===== config.mk =====
export PLATFORM = sky130hd
export DESIGN_NAME = writeback_stage_flat
export DESIGN_NICKNAME = d
export VERILOG_FILES = /design/src/rtl/writeback_stage_if.sv /design/src/rtl/writeback_stage.sv /design/src/flat_wrapper.sv
export SDC_FILE = /design/constraint.sdc
export NUM_CORES = 1
export LEC_CHECK = 0
export CAP_MARGIN = 10
export CORE_MARGIN = 3
export CORE_UTILIZATION = 54
export DETAILED_ROUTE_END_ITERATION = 16
export DONT_BUFFER_PORTS = 1
export MAX_ROUTING_LAYER = met4
export PLACE_DENSITY = 0.75
export SLEW_MARGIN = 0
export SYNTH_ARGS = -nofsm -noshare
export SYNTH_HDL_FRONTEND = slang
export SYNTH_SLANG_ARGS = --single-unit

===== constraint.sdc =====
create_clock -name clk -period 1.9 [get_ports clk]
set_input_delay 0.475 -clock clk [delete_from_list [all_inputs] [get_ports clk]]
set_output_delay 0.475 -clock clk [all_outputs]
set_load 0.03 [all_outputs]

===== src/rtl/writeback_stage_if.sv =====
// Bundle seen by the writeback stage: the memory-stage bundle and pipeline
// controls coming in, and the register-file write port plus status going out.
interface writeback_stage_if #(
  parameter int CNT_W = 16
);
  logic [38:0]      W_in;
  logic             valid_M;
  logic             stall_W;
  logic             flush_W;
  logic             wb_en;
  logic [3:0]       wb_reg;
  logic [15:0]      wb_data;
  logic             halted;
  logic [CNT_W-1:0] retired;

  modport master (
    output W_in, valid_M, stall_W, flush_W,
    input  wb_en, wb_reg, wb_data, halted, retired
  );

  modport slave (
    input  W_in, valid_M, stall_W, flush_W,
    output wb_en, wb_reg, wb_data, halted, retired
  );
endinterface


===== src/rtl/writeback_stage.sv =====
// Final pipeline stage: M/W register, writeback mux, sticky halt detection
// and retired-instruction counter.
module writeback_stage #(
  parameter int CNT_W = 16
) (
  input logic              clk,
  input logic              rst_n,
  writeback_stage_if.slave wb
);

  logic             r_valid;
  logic [15:0]      r_alu;
  logic [15:0]      r_mem;
  logic [3:0]       r_reg;
  logic             r_halt;
  logic             r_rw;
  logic             r_m2r;
  logic             r_halted;
  logic [CNT_W-1:0] r_retired;

  logic             w_retire;

  // The entry in M/W leaves the pipeline on this edge; a stall keeps it
  // in place, so it is counted only once, when the stall lifts.
  assign w_retire = r_valid & ~wb.stall_W & ~r_halted;

  always_ff @(posedge clk or negedge rst_n) begin
    if (!rst_n) begin
      r_valid <= 1'b0;
      r_alu   <= 16'h0000;
      r_mem   <= 16'h0000;
      r_reg   <= 4'h0;
      r_halt  <= 1'b0;
      r_rw    <= 1'b0;
      r_m2r   <= 1'b0;
    end else if (!r_halted) begin
      if (wb.flush_W) begin
        r_valid <= 1'b0;
        r_alu   <= 16'h0000;
        r_mem   <= 16'h0000;
        r_reg   <= 4'h0;
        r_halt  <= 1'b0;
        r_rw    <= 1'b0;
        r_m2r   <= 1'b0;
      end else if (!wb.stall_W) begin
        r_valid <= wb.valid_M;
        r_alu   <= wb.W_in[38:23];
        r_mem   <= wb.W_in[22:7];
        r_reg   <= wb.W_in[6:3];
        r_halt  <= wb.W_in[2];
        r_rw    <= wb.W_in[1];
        r_m2r   <= wb.W_in[0];
      end
    end
  end

  always_ff @(posedge clk or negedge rst_n) begin
    if (!rst_n) begin
      r_halted  <= 1'b0;
      r_retired <= '0;
    end else if (w_retire) begin
      r_retired <= r_retired + CNT_W'(1);
      if (r_halt) begin
        r_halted <= 1'b1;
      end
    end
  end

  // R0 is hardwired zero, and nothing commits once the core has halted.
  assign wb.wb_en   = r_valid & r_rw & (r_reg != 4'h0) & ~r_halted;
  assign wb.wb_reg  = r_reg;
  assign wb.wb_data = r_m2r ? r_mem : r_alu;
  assign wb.halted  = r_halted;
  assign wb.retired = r_retired;

endmodule


===== src/flat_wrapper.sv =====
// flat-port wrapper written by rule: the top's interface ports become plain ports
module writeback_stage_flat 
#(
  parameter int CNT_W = 16
)
  (clk, rst_n, wb_W_in, wb_valid_M, wb_stall_W, wb_flush_W, wb_wb_en, wb_wb_reg, wb_wb_data, wb_halted, wb_retired);
  writeback_stage_if #(.CNT_W(CNT_W)) wb_i ();
  input logic clk;
  input logic rst_n;
  input wire logic [$bits(wb_i.W_in)-1:0] wb_W_in;
  input wire logic [$bits(wb_i.valid_M)-1:0] wb_valid_M;
  input wire logic [$bits(wb_i.stall_W)-1:0] wb_stall_W;
  input wire logic [$bits(wb_i.flush_W)-1:0] wb_flush_W;
  output wire logic [$bits(wb_i.wb_en)-1:0] wb_wb_en;
  output wire logic [$bits(wb_i.wb_reg)-1:0] wb_wb_reg;
  output wire logic [$bits(wb_i.wb_data)-1:0] wb_wb_data;
  output wire logic [$bits(wb_i.halted)-1:0] wb_halted;
  output wire logic [$bits(wb_i.retired)-1:0] wb_retired;
  assign wb_i.W_in = wb_W_in;
  assign wb_i.valid_M = wb_valid_M;
  assign wb_i.stall_W = wb_stall_W;
  assign wb_i.flush_W = wb_flush_W;
  assign wb_wb_en = wb_i.wb_en;
  assign wb_wb_reg = wb_i.wb_reg;
  assign wb_wb_data = wb_i.wb_data;
  assign wb_halted = wb_i.halted;
  assign wb_retired = wb_i.retired;
  writeback_stage #(.CNT_W(CNT_W)) u_core (.clk(clk), .rst_n(rst_n), .wb(wb_i));
endmodule

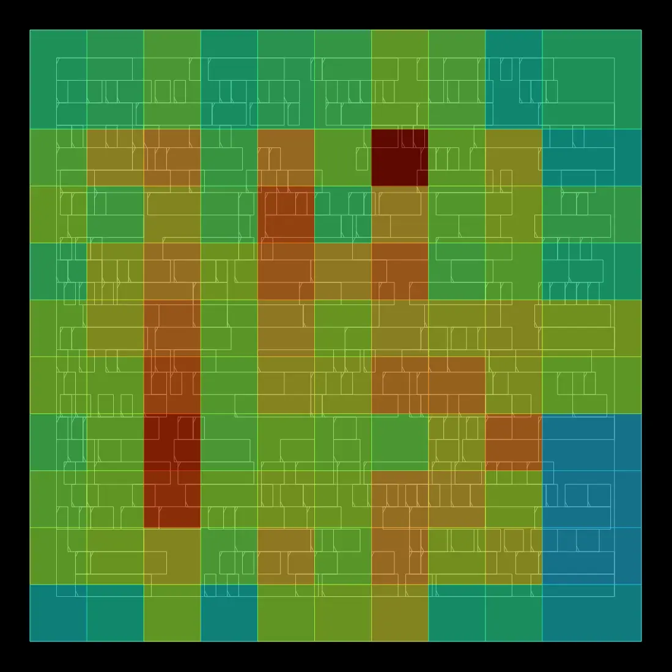
(track usage over the die)
met3 Track Usage GR: 5.81%
drt wl/cell: 15.1 µm
met2 Use GR: 30.4%
GR peak layer: met2

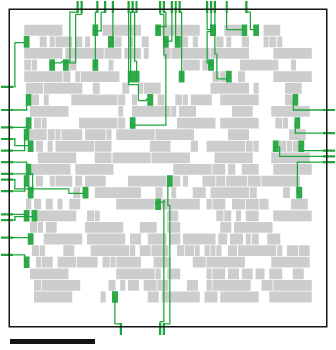
(wires at chosen ports, followed through buffers)
The bar under the picture is 20 µm long.
| colour | port | direction | edge | end cells | buffers | wire |
|---|---|---|---|---|---|---|
| green | wb_W_in | input | 18 north, 13 west, 5 east, 3 south | 39 | 0 | 478 µm |

==> flow_summary.toml <==
# implementation run metrics
[synthesis]
yosysTopAreaCell = "dfrtp_1"
syn-cell-area_um2 = 2500
synth_warnings = 0
top_cells_by_count = "nand2_1, dfrtp_1, o21ai_0, mux2_2, clkbuf_1"
yosysTopAreaCellShare_pct = 56.9
netlist_logic_family_top = "simple AND/OR/NAND/NOR gates"
synthAoiAreaFrac_pct = 8.59
syn_nets = 300
synth-edff-count = 0
flop_cell = "dfrtp_1"

[global_routing]
grt_max_degree = 81
gr-total-overflow = 0
grt_pass1_vias = 1688
grtUsageTotal_pct = 19.5

[placed_design]
dpl.hpwl_um = 3360
dpl_cell_area_um2 = 2660
place_ws_ns = 0.200

[critical_path]
end_kind = "output pin"
startpoint = "u_core.r_m2r$_DFFE_PN0P_"
path_buffers = 1
slowest_stage = "mux2_2"
cp_max_fo = 17
r2r-end = "u_core.wb.retired[15]$_DFFE_PN0P_"
path_cells = "buf_6, mux2_2"
cpLargestDelayFamily = "multiplexers"
worstPathArrival_ns = 1.31
reg2reg_depth = 4

[finish]
mostFrequentLayoutCell = "nand2_1"
flop-count = 57
logic_gate_count = 180
comb_area_um2 = 1020
clock_buffer_count = 9
fin_cells = 328
comb_area_share_pct = 35.2

[clock_network]
clk_pin_slew_ns = 0.07
cts_htree_levels = 3
cts_hold_buf = 1
cts_root_buffer = "clkbuf_8"

[route]
met3WireLength_um = 315
drc = 0
met2_length_um = 2360
antenna_left = 0
viasPerCell = 5.28

[floorplanning]
ios = 82
design.die.area_um2 = 5490
die_w_um = 74.1

[power_and_ir_drop]
powerClk_mw = 1.19
clkPwrFrac_pct = 24.2
p_int_mw = 2.99
leakagePower_nw = 1.39
top_power_group = "sequential cells"

[timing]
drv_slew = 0
worst_pin_slew_ns = 0.631
fin_hold_ws_ns = 0.0136
rsz0062_at_grt = "false"
finalClockPeriodUsage_pct = 93.7
skew_ns = 0.00837

[outcome]
status = "completed"
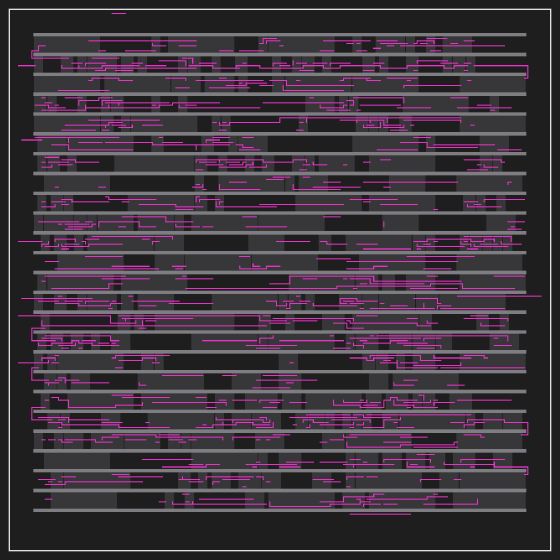
(signal wires on met1)
Supply wires on this layer in grey.
main direction: horizontal
nets with wire on the layer: 277
share of all routed wire: 45%

